`config.mk`:
```
export PLATFORM = sky130hd
export DESIGN_NAME = snes_joypad_ctrl
export DESIGN_NICKNAME = d
export VERILOG_FILES = /design/src/rtl/snes_joypad_ctrl.sv
export SDC_FILE = /design/constraint.sdc
export NUM_CORES = 1
export LEC_CHECK = 0
export CORE_UTILIZATION = 46
export CTS_CLUSTER_SIZE = 16
export DETAILED_ROUTE_END_ITERATION = 16
export PLACE_DENSITY = 0.73
export SETUP_SLACK_MARGIN = 0.15
export SLEW_MARGIN = 20
export SYNTH_ARGS = -nofsm -noshare
export SYNTH_HDL_FRONTEND = slang
export SYNTH_SLANG_ARGS = --single-unit
```
`constraint.sdc`:
```
create_clock -name clock -period 3.2 [get_ports clock]
set_clock_uncertainty 0.15 [all_clocks]
set_input_delay 0.32 -clock clock [delete_from_list [all_inputs] [get_ports clock]]
set_output_delay 0.32 -clock clock [all_outputs]
set_load 0.005 [all_outputs]
```
`src/rtl/snes_joypad_ctrl.sv`:
```
// snes_joypad_ctrl: schedules periodic reads of the SNES shift engine. It waits
// for the completion handshake with a timeout, then debounces the 12 buttons and
// tracks whether a controller is present. The result is presented as the
// Gameboy P1/FF00 nibble, and a joypad interrupt pulse marks new presses.
// Optional feature: define SNES_TURBO_EN to let X/Y act as auto-fire A/B.
module snes_joypad_ctrl #(
    parameter int POLL_DIV     = 66667,
    parameter int DEBOUNCE_CNT = 2,
    parameter int TIMEOUT      = 1024
`ifdef SNES_TURBO_EN
    ,
    parameter int TURBO_POLLS  = 4
`endif
) (
    input  logic        clock,
    input  logic        rst_n,
    output logic        poll_start,
    input  logic        poll_done,
    input  logic [15:0] poll_data,
    input  logic [1:0]  p1_sel,
    output logic [3:0]  p1_out,
    output logic [11:0] buttons_db,
    output logic        joy_irq,
    output logic        ctrl_present,
    output logic        err_timeout
);

    localparam int DIV_W = $clog2(POLL_DIV + 1);
    localparam int TO_W  = $clog2(TIMEOUT + 1);
    // Each nibble, from LSB to MSB, holds the SNES bit index for one Gameboy
    // input, in the order A, B, Select, Start, Right, Up, Left, Down.
    localparam logic [31:0] GB_MAP = {4'd5, 4'd6, 4'd4, 4'd7, 4'd3, 4'd2, 4'd0, 4'd8};

    typedef enum logic [1:0] {IDLE, START, WAIT, UPDATE} state_t;

    state_t             state_reg, state_next;
    logic [DIV_W-1:0]   div_reg;
    logic               poll_tick;
    logic [TO_W-1:0]    tcnt_reg;
    logic               tcnt_expired;
    logic [15:0]        data_reg;
    logic [11:0]        cand_reg, cand_next;
    logic [2:0]         count_reg, count_next;
    logic [11:0]        buttons_db_reg, buttons_db_next;
    logic [11:0]        sample;
    logic               present;
    logic               ctrl_present_reg, err_timeout_reg, joy_irq_reg;
    logic [7:0]         gb_cur, gb_next;
    logic [3:0]         dir, btn;

    assign poll_tick    = (div_reg == DIV_W'(POLL_DIV - 1));
    assign tcnt_expired = (tcnt_reg == TO_W'(TIMEOUT - 1));

    assign buttons_db   = buttons_db_reg;
    assign ctrl_present = ctrl_present_reg;
    assign err_timeout  = err_timeout_reg;
    assign joy_irq      = joy_irq_reg;

    // Free-running poll divider; it never stops, so the poll period stays fixed.
    always_ff @(posedge clock or negedge rst_n) begin
        if (!rst_n)         div_reg <= '0;
        else if (poll_tick) div_reg <= '0;
        else                div_reg <= div_reg + DIV_W'(1);
    end

    // FSM state register.
    always_ff @(posedge clock or negedge rst_n) begin
        if (!rst_n) state_reg <= IDLE;
        else        state_reg <= state_next;
    end

    // Next-state logic. A tick outside IDLE is skipped, and poll_done beats expiry.
    always_comb begin
        state_next = state_reg;
        case (state_reg)
            IDLE:    if (poll_tick) state_next = START;
            START:   state_next = WAIT;
            WAIT: begin
                if (poll_done)         state_next = UPDATE;
                else if (tcnt_expired) state_next = IDLE;
            end
            UPDATE:  state_next = IDLE;
            default: state_next = IDLE;
        endcase
    end

    // FSM outputs: the read request is high only during START.
    always_comb begin
        poll_start = (state_reg == START);
    end

    // Timeout counter. It is cleared in START, so WAIT lasts at most TIMEOUT cycles.
    always_ff @(posedge clock or negedge rst_n) begin
        if (!rst_n)                  tcnt_reg <= '0;
        else if (state_reg == START) tcnt_reg <= '0;
        else if (state_reg == WAIT)  tcnt_reg <= tcnt_reg + TO_W'(1);
    end

    // Sample conditioning and debounce candidate tracking for the captured word.
    always_comb begin
        present    = (data_reg[15:12] == 4'hF);
        sample     = present ? ~data_reg[11:0] : 12'h000;
        cand_next  = cand_reg;
        count_next = count_reg;
        if (sample == cand_reg) begin
            if (count_reg < 3'(DEBOUNCE_CNT)) count_next = count_reg + 3'd1;
        end else begin
            cand_next  = sample;
            count_next = 3'd1;
        end
        buttons_db_next = (count_next >= 3'(DEBOUNCE_CNT)) ? cand_next : buttons_db_reg;
    end

`ifdef SNES_TURBO_EN
    localparam int TP_W = (TURBO_POLLS > 1) ? $clog2(TURBO_POLLS) : 1;
    logic [TP_W-1:0] tp_cnt_reg;
    logic            turbo_phase_reg, turbo_phase_upd, tp_wrap;

    assign tp_wrap         = (tp_cnt_reg == TP_W'(TURBO_POLLS - 1));
    assign turbo_phase_upd = tp_wrap ? ~turbo_phase_reg : turbo_phase_reg;

    // Turbo phase flips once every TURBO_POLLS completed polls.
    always_ff @(posedge clock or negedge rst_n) begin
        if (!rst_n) begin
            tp_cnt_reg      <= '0;
            turbo_phase_reg <= 1'b0;
        end else if (state_reg == UPDATE) begin
            tp_cnt_reg      <= tp_wrap ? '0 : tp_cnt_reg + TP_W'(1);
            turbo_phase_reg <= turbo_phase_upd;
        end
    end
`endif

    // Map the current and post-update button sets onto the 8 Gameboy inputs.
    genvar gi;
    generate
        for (gi = 0; gi < 8; gi++) begin : g_map
            localparam int SRC = int'(GB_MAP[gi*4 +: 4]);
`ifdef SNES_TURBO_EN
            if (gi == 0) begin : g_turbo_a
                assign gb_cur[gi]  = buttons_db_reg[SRC]  | (buttons_db_reg[9]  & turbo_phase_reg);
                assign gb_next[gi] = buttons_db_next[SRC] | (buttons_db_next[9] & turbo_phase_upd);
            end else if (gi == 1) begin : g_turbo_b
                assign gb_cur[gi]  = buttons_db_reg[SRC]  | (buttons_db_reg[1]  & turbo_phase_reg);
                assign gb_next[gi] = buttons_db_next[SRC] | (buttons_db_next[1] & turbo_phase_upd);
            end else begin : g_plain
                assign gb_cur[gi]  = buttons_db_reg[SRC];
                assign gb_next[gi] = buttons_db_next[SRC];
            end
`else
            assign gb_cur[gi]  = buttons_db_reg[SRC];
            assign gb_next[gi] = buttons_db_next[SRC];
`endif
        end
    endgenerate

    // Capture, debounce state, presence, sticky timeout and the interrupt pulse.
    always_ff @(posedge clock or negedge rst_n) begin
        if (!rst_n) begin
            data_reg         <= 16'h0000;
            cand_reg         <= 12'h000;
            count_reg        <= 3'd0;
            buttons_db_reg   <= 12'h000;
            ctrl_present_reg <= 1'b0;
            err_timeout_reg  <= 1'b0;
            joy_irq_reg      <= 1'b0;
        end else begin
            joy_irq_reg <= 1'b0;
            if (state_reg == WAIT && poll_done)
                data_reg <= poll_data;
            if (state_reg == WAIT && !poll_done && tcnt_expired)
                err_timeout_reg <= 1'b1;
            if (state_reg == UPDATE) begin
                cand_reg         <= cand_next;
                count_reg        <= count_next;
                buttons_db_reg   <= buttons_db_next;
                ctrl_present_reg <= present;
                err_timeout_reg  <= 1'b0;
                joy_irq_reg      <= |(gb_next & ~gb_cur);
            end
        end
    end

    // Gameboy P1 nibble: active-low lines, gated by the active-low selects.
    always_comb begin
        dir    = ~{gb_cur[7], gb_cur[5], gb_cur[6], gb_cur[4]};
        btn    = ~gb_cur[3:0];
        p1_out = (p1_sel[0] ? 4'hF : dir) & (p1_sel[1] ? 4'hF : btn);
    end

endmodule

```
### Placement by cell class, run 1

Bar = 20 microns.
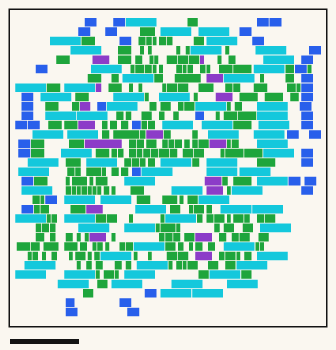
green -> combinational and other logic  # cells 253, share of their area 41%
blue -> remaining buffers and delay cells  # cells 45, share of their area 10%
cyan -> sequential cells  # cells 76, share of their area 44%
purple -> clock drivers and dummy loads  # cells 16, share of their area 4.9%
register share of the cell area: 42.8%
Row Count: 32

### Register map, names as in the netlist, run 1

Bar = 20 microns. Other sequential cells in the stronger gray, the rest of the logic in the fainter gray.
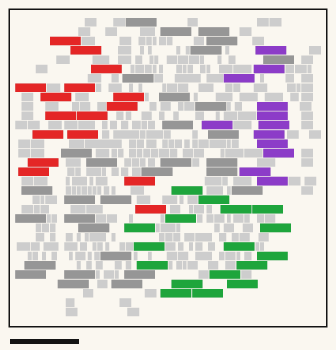
red -> `data_reg`  # placed flops 16
green -> `div_reg`  # placed flops 17
purple -> `buttons_db`  # placed flops 12

==> impl_metrics.xml, run 1 <==
<?xml version="1.0" encoding="UTF-8"?>
<metrics>
  <group name="job">
    <metric name="log.warning_count" unit="">31</metric>
  </group>
  <group name="final_timing">
    <metric name="final.period_utilization" unit="%">83.2</metric>
    <metric name="worst_rel_slew_slack" unit="%">37.2</metric>
    <metric name="finalHoldViolations" unit="">0</metric>
    <metric name="period_needed" unit="ps">2660</metric>
    <metric name="setup_violations" unit="">0</metric>
  </group>
  <group name="cts">
    <metric name="cts_hold_repair.buffers" unit="">1</metric>
    <metric name="cts.reportedPaths.clkPinSlew" unit="ps">80</metric>
    <metric name="clockBufferDepth" unit="">2</metric>
    <metric name="tritoncts.num_buffers" unit="">9</metric>
    <metric name="cts-resized-gates" unit="">0</metric>
    <metric name="postCtsSetupRepairBufs" unit="">0</metric>
  </group>
  <group name="synth">
    <metric name="post_synth_instance_area" unit="sq um">3720</metric>
    <metric name="yosysChipArea" unit="sq um">3720</metric>
    <metric name="synth_dominant_cell_count" unit="">dfrtp_1</metric>
    <metric name="post_synth_num_cell_types" unit="">41</metric>
    <metric name="synthesis.nets" unit="">372</metric>
    <metric name="syn_inst" unit="">342</metric>
    <metric name="synth.top_cell.area_share" unit="%">51.1</metric>
    <metric name="ys_seq_share" unit="%">51.1</metric>
    <metric name="synthAoiAreaFrac" unit="%">8.43</metric>
    <metric name="synth_simple_gate_area_share" unit="%">17.6</metric>
    <metric name="ys.flop_type" unit="">dfrtp_1</metric>
    <metric name="yosysWarningCount" unit="">0</metric>
    <metric name="synth.cellmix.xorXnorShare" unit="%">5.65</metric>
    <metric name="ys_ff" unit="">76</metric>
    <metric name="postSynth.asyncResetShare" unit="%">100</metric>
    <metric name="post_synth_mux_area_share" unit="%">10.3</metric>
    <metric name="netlist.top_cell.by_area" unit="">dfrtp_1</metric>
  </group>
  <group name="critical_path">
    <metric name="timing.critical_path.depth" unit="">8</metric>
    <metric name="worst_path_dominant_cell_family" unit="">simple AND/OR/NAND/NOR gates</metric>
    <metric name="worstReg2RegEnd" unit="">buttons_db[9]$_DFFE_PN0P_</metric>
    <metric name="timing.critical_path.required" unit="ps">3280</metric>
    <metric name="critPathMaxStageDelay" unit="ps">460</metric>
    <metric name="slowest_cell_on_the_critical_path" unit="">mux2_4</metric>
    <metric name="data_arrival_time_of_the_worst_path" unit="ps">2740</metric>
    <metric name="worstPathMaxFanout" unit="">22</metric>
    <metric name="type_of_destination_of_the_critical_path" unit="">register</metric>
    <metric name="timing.critical_path.cells" unit="">nand4_1 &gt; buf_4 &gt; or3_1 &gt; nand4_1 &gt; nor4_4 &gt; buf_4 &gt; nand4_2 &gt; mux2_4</metric>
    <metric name="reg2reg_depth" unit="">8</metric>
    <metric name="start_kind" unit="">register</metric>
    <metric name="crit_buf_inv" unit="">2</metric>
  </group>
  <group name="global_route">
    <metric name="busiest_layer" unit="">met1</metric>
    <metric name="grt_pass1_vias" unit="">2585</metric>
    <metric name="gr-total-overflow" unit="">0</metric>
    <metric name="grt_pass1_wl" unit="microns">12300</metric>
    <metric name="antenna_found_initial" unit="">0</metric>
  </group>
  <group name="route">
    <metric name="met1_length" unit="microns">3580</metric>
    <metric name="dr.pass1.iters" unit="">4</metric>
    <metric name="route.antenna.remaining_nets" unit="">0</metric>
    <metric name="highest_metal_layer_with_signal_wires" unit="">met4</metric>
    <metric name="wirelength" unit="microns">7180</metric>
    <metric name="post_drt_via_cell_ratio" unit="">5.47</metric>
    <metric name="route.met2.wl" unit="microns">3220</metric>
  </group>
  <group name="placed_design">
    <metric name="routabilityCongestion" unit="">0.761</metric>
    <metric name="portBuffers" unit="">40</metric>
    <metric name="dp_cells" unit="">475</metric>
    <metric name="place_area" unit="sq um">4220</metric>
    <metric name="detailedPlace.worstSlack" unit="ps">554</metric>
  </group>
  <group name="pwr">
    <metric name="share_comb_of_total_power" unit="%">2.5</metric>
    <metric name="p_clk" unit="W">0.000771</metric>
    <metric name="power.share.switching" unit="%">20.8</metric>
    <metric name="internal_power_consumption" unit="W">0.00141</metric>
    <metric name="clock_power_share" unit="%">43.4</metric>
    <metric name="maxPowerGroup" unit="">registers</metric>
    <metric name="pwr-share-seq" unit="%">54.1</metric>
  </group>
  <group name="floorplan">
    <metric name="fp.coreArea" unit="sq um">7770</metric>
    <metric name="die-height" unit="microns">92.0</metric>
    <metric name="tapcell.inserted" unit="">102</metric>
    <metric name="ioPinCount" unit="">41</metric>
    <metric name="die.size.x" unit="microns">92.0</metric>
  </group>
  <group name="worst_hold_path">
    <metric name="timing.hold.worst.start" unit="">div_reg[15]$_DFF_PN0_</metric>
    <metric name="hold_end" unit="">div_reg[15]$_DFF_PN0_</metric>
    <metric name="whs_path_depth" unit="">1</metric>
  </group>
  <group name="finish">
    <metric name="n_antenna_cell" unit="">0</metric>
    <metric name="layout.area.seq" unit="sq um">1900</metric>
    <metric name="clock_tree_area_fraction" unit="%">4.79</metric>
    <metric name="layout_top_cells_excl_fill_tap" unit="">dfrtp_1 (76), clkdlybuf4s50_1 (39), nor2_1 (27)</metric>
    <metric name="final_nets" unit="">415</metric>
    <metric name="lay_top_count" unit="">dfrtp_1</metric>
    <metric name="design.seq.count" unit="">76</metric>
    <metric name="clockBufferCount" unit="">13</metric>
    <metric name="ratio_of_cells_with_drive_above_1_in_the_final_layout" unit="%">15.4</metric>
    <metric name="nonClkBufAreaFrac" unit="%">9.86</metric>
    <metric name="dominant-cell-class" unit="">flip-flops and latches</metric>
  </group>
  <group name="outcome">
    <metric name="result_of_the_run" unit="">complete, no violations</metric>
  </group>
</metrics>
### Cells by drive strength, run 1

Bar = 20 microns.
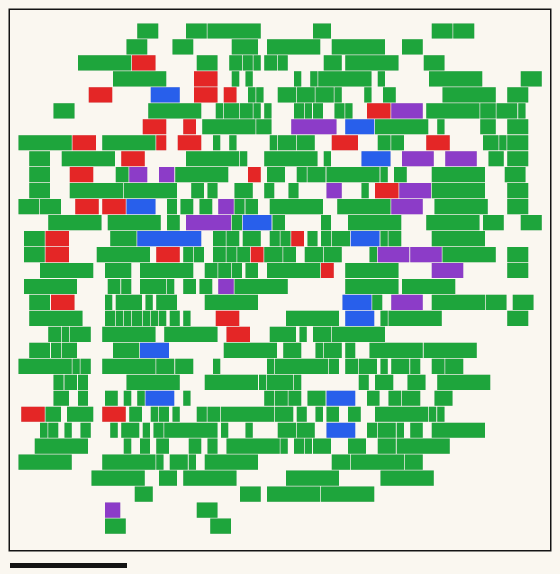
blue -> _6 and larger  # cells 13, most used clkbuf_8
purple -> _3 and _4 cells  # cells 17, most used mux2_4
green -> _0 and _1 cells  # cells 330, most used dfrtp_1
red -> _2 cells  # cells 30, most used mux2_2
cell area after layout: 4440 sq um
Plain + repair buffers: 45
Final WS setup: 538 ps
Area Growth Syn to Fin: 19.3%

### Routing congestion map, run 1

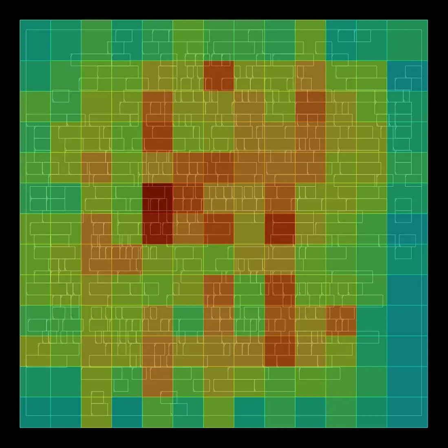
WL per Instance: 14.6 microns
overall fraction of global-route tracks in use: 18.5%
GR met3 Demand/Resource: 3.07%

==> run 2, diff against run 1 <==
- PLACE_DENSITY: 0.73 -> 0.76
- clock period: 3.2 -> 2.4 ns (I/O delays scaled with it)
### Register map, names as in the netlist, run 2

Bar = 20 microns. Other sequential cells in the stronger gray, the rest of the logic in the fainter gray.
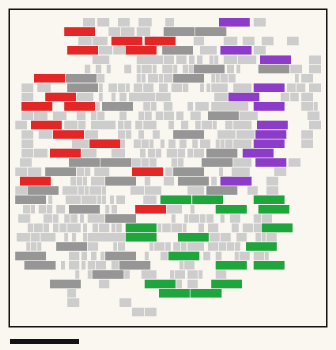
red -> `data_reg`  # placed flops 16
green -> `div_reg`  # placed flops 17
purple -> `buttons_db`  # placed flops 12

==> impl_metrics.xml, run 2 <==
<?xml version="1.0" encoding="UTF-8"?>
<metrics>
  <group name="critical_path">
    <metric name="worstPathMaxFanout" unit="">22</metric>
    <metric name="timing.critical_path.cells" unit="">nand4_1 &gt; buf_12 &gt; nor2_1 &gt; xnor2_1 &gt; nor4_4 &gt; nand4_2 &gt; buf_6 &gt; mux2_4</metric>
    <metric name="timing.critical_path.depth" unit="">8</metric>
    <metric name="data_arrival_time_of_the_worst_path" unit="ps">2320</metric>
    <metric name="timing.critical_path.required" unit="ps">2470</metric>
    <metric name="start_kind" unit="">register</metric>
    <metric name="worst_path_dominant_cell_family" unit="">simple AND/OR/NAND/NOR gates</metric>
    <metric name="type_of_destination_of_the_critical_path" unit="">register</metric>
    <metric name="critPathMaxStageDelay" unit="ps">340</metric>
  </group>
  <group name="synth">
    <metric name="postSynth.asyncResetShare" unit="%">100</metric>
    <metric name="synthAoiAreaFrac" unit="%">8.43</metric>
    <metric name="ys_ff" unit="">76</metric>
    <metric name="syn_inst" unit="">342</metric>
    <metric name="synthesis.nets" unit="">372</metric>
    <metric name="post_synth_num_cell_types" unit="">41</metric>
    <metric name="ys.flop_type" unit="">dfrtp_1</metric>
    <metric name="yosysWarningCount" unit="">0</metric>
    <metric name="synth_simple_gate_area_share" unit="%">17.6</metric>
    <metric name="yosysChipArea" unit="sq um">3720</metric>
  </group>
  <group name="pwr">
    <metric name="internal_power_consumption" unit="W">0.00189</metric>
    <metric name="p_clk" unit="W">0.00102</metric>
    <metric name="share_comb_of_total_power" unit="%">2.5</metric>
    <metric name="clock_power_share" unit="%">43.2</metric>
  </group>
  <group name="floorplan">
    <metric name="die.size.x" unit="microns">92.0</metric>
    <metric name="tapcell.inserted" unit="">102</metric>
    <metric name="fp.coreArea" unit="sq um">7770</metric>
    <metric name="ioPinCount" unit="">41</metric>
  </group>
  <group name="finish">
    <metric name="design.seq.count" unit="">76</metric>
    <metric name="area.growth.synth_to_final" unit="%">20.9</metric>
    <metric name="seq-cell-share" unit="%">42.3</metric>
    <metric name="layout.area.seq" unit="sq um">1900</metric>
    <metric name="n_antenna_cell" unit="">0</metric>
    <metric name="buffers_excl_clock" unit="">51</metric>
    <metric name="clock_tree_area_fraction" unit="%">4.56</metric>
    <metric name="layout_top_cells_excl_fill_tap" unit="">dfrtp_1 (76), clkdlybuf4s50_1 (39), nor2_1 (27)</metric>
    <metric name="dominant-cell-class" unit="">flip-flops and latches</metric>
    <metric name="nonClkBufAreaFrac" unit="%">11.2</metric>
  </group>
  <group name="cts">
    <metric name="tritoncts.num_buffers" unit="">9</metric>
    <metric name="cts-resized-gates" unit="">1</metric>
    <metric name="cts_hold_repair.buffers" unit="">1</metric>
    <metric name="postCtsSetupRepairBufs" unit="">1</metric>
    <metric name="clockBufferDepth" unit="">2</metric>
  </group>
  <group name="placed_design">
    <metric name="portBuffers" unit="">40</metric>
    <metric name="place_area" unit="sq um">4260</metric>
    <metric name="detailedPlace.worstSlack" unit="ps">145</metric>
    <metric name="dp_cells" unit="">479</metric>
  </group>
  <group name="final_timing">
    <metric name="final.period_utilization" unit="%">93.4</metric>
    <metric name="period_needed" unit="ps">2240</metric>
    <metric name="finalHoldViolations" unit="">0</metric>
  </group>
  <group name="route">
    <metric name="wl_per_cell" unit="microns">14.2</metric>
    <metric name="highest_metal_layer_with_signal_wires" unit="">met4</metric>
  </group>
  <group name="worst_hold_path">
    <metric name="hold_end" unit="">div_reg[15]$_DFF_PN0_</metric>
    <metric name="whs_path_depth" unit="">1</metric>
    <metric name="timing.hold.worst.start" unit="">div_reg[15]$_DFF_PN0_</metric>
  </group>
  <group name="outcome">
    <metric name="result_of_the_run" unit="">complete, no violations</metric>
  </group>
  <group name="job">
    <metric name="log.warning_count" unit="">32</metric>
  </group>
  <group name="global_route">
    <metric name="grt_pass1_vias" unit="">2532</metric>
  </group>
</metrics>
Power and IR drop assume default switching activity.
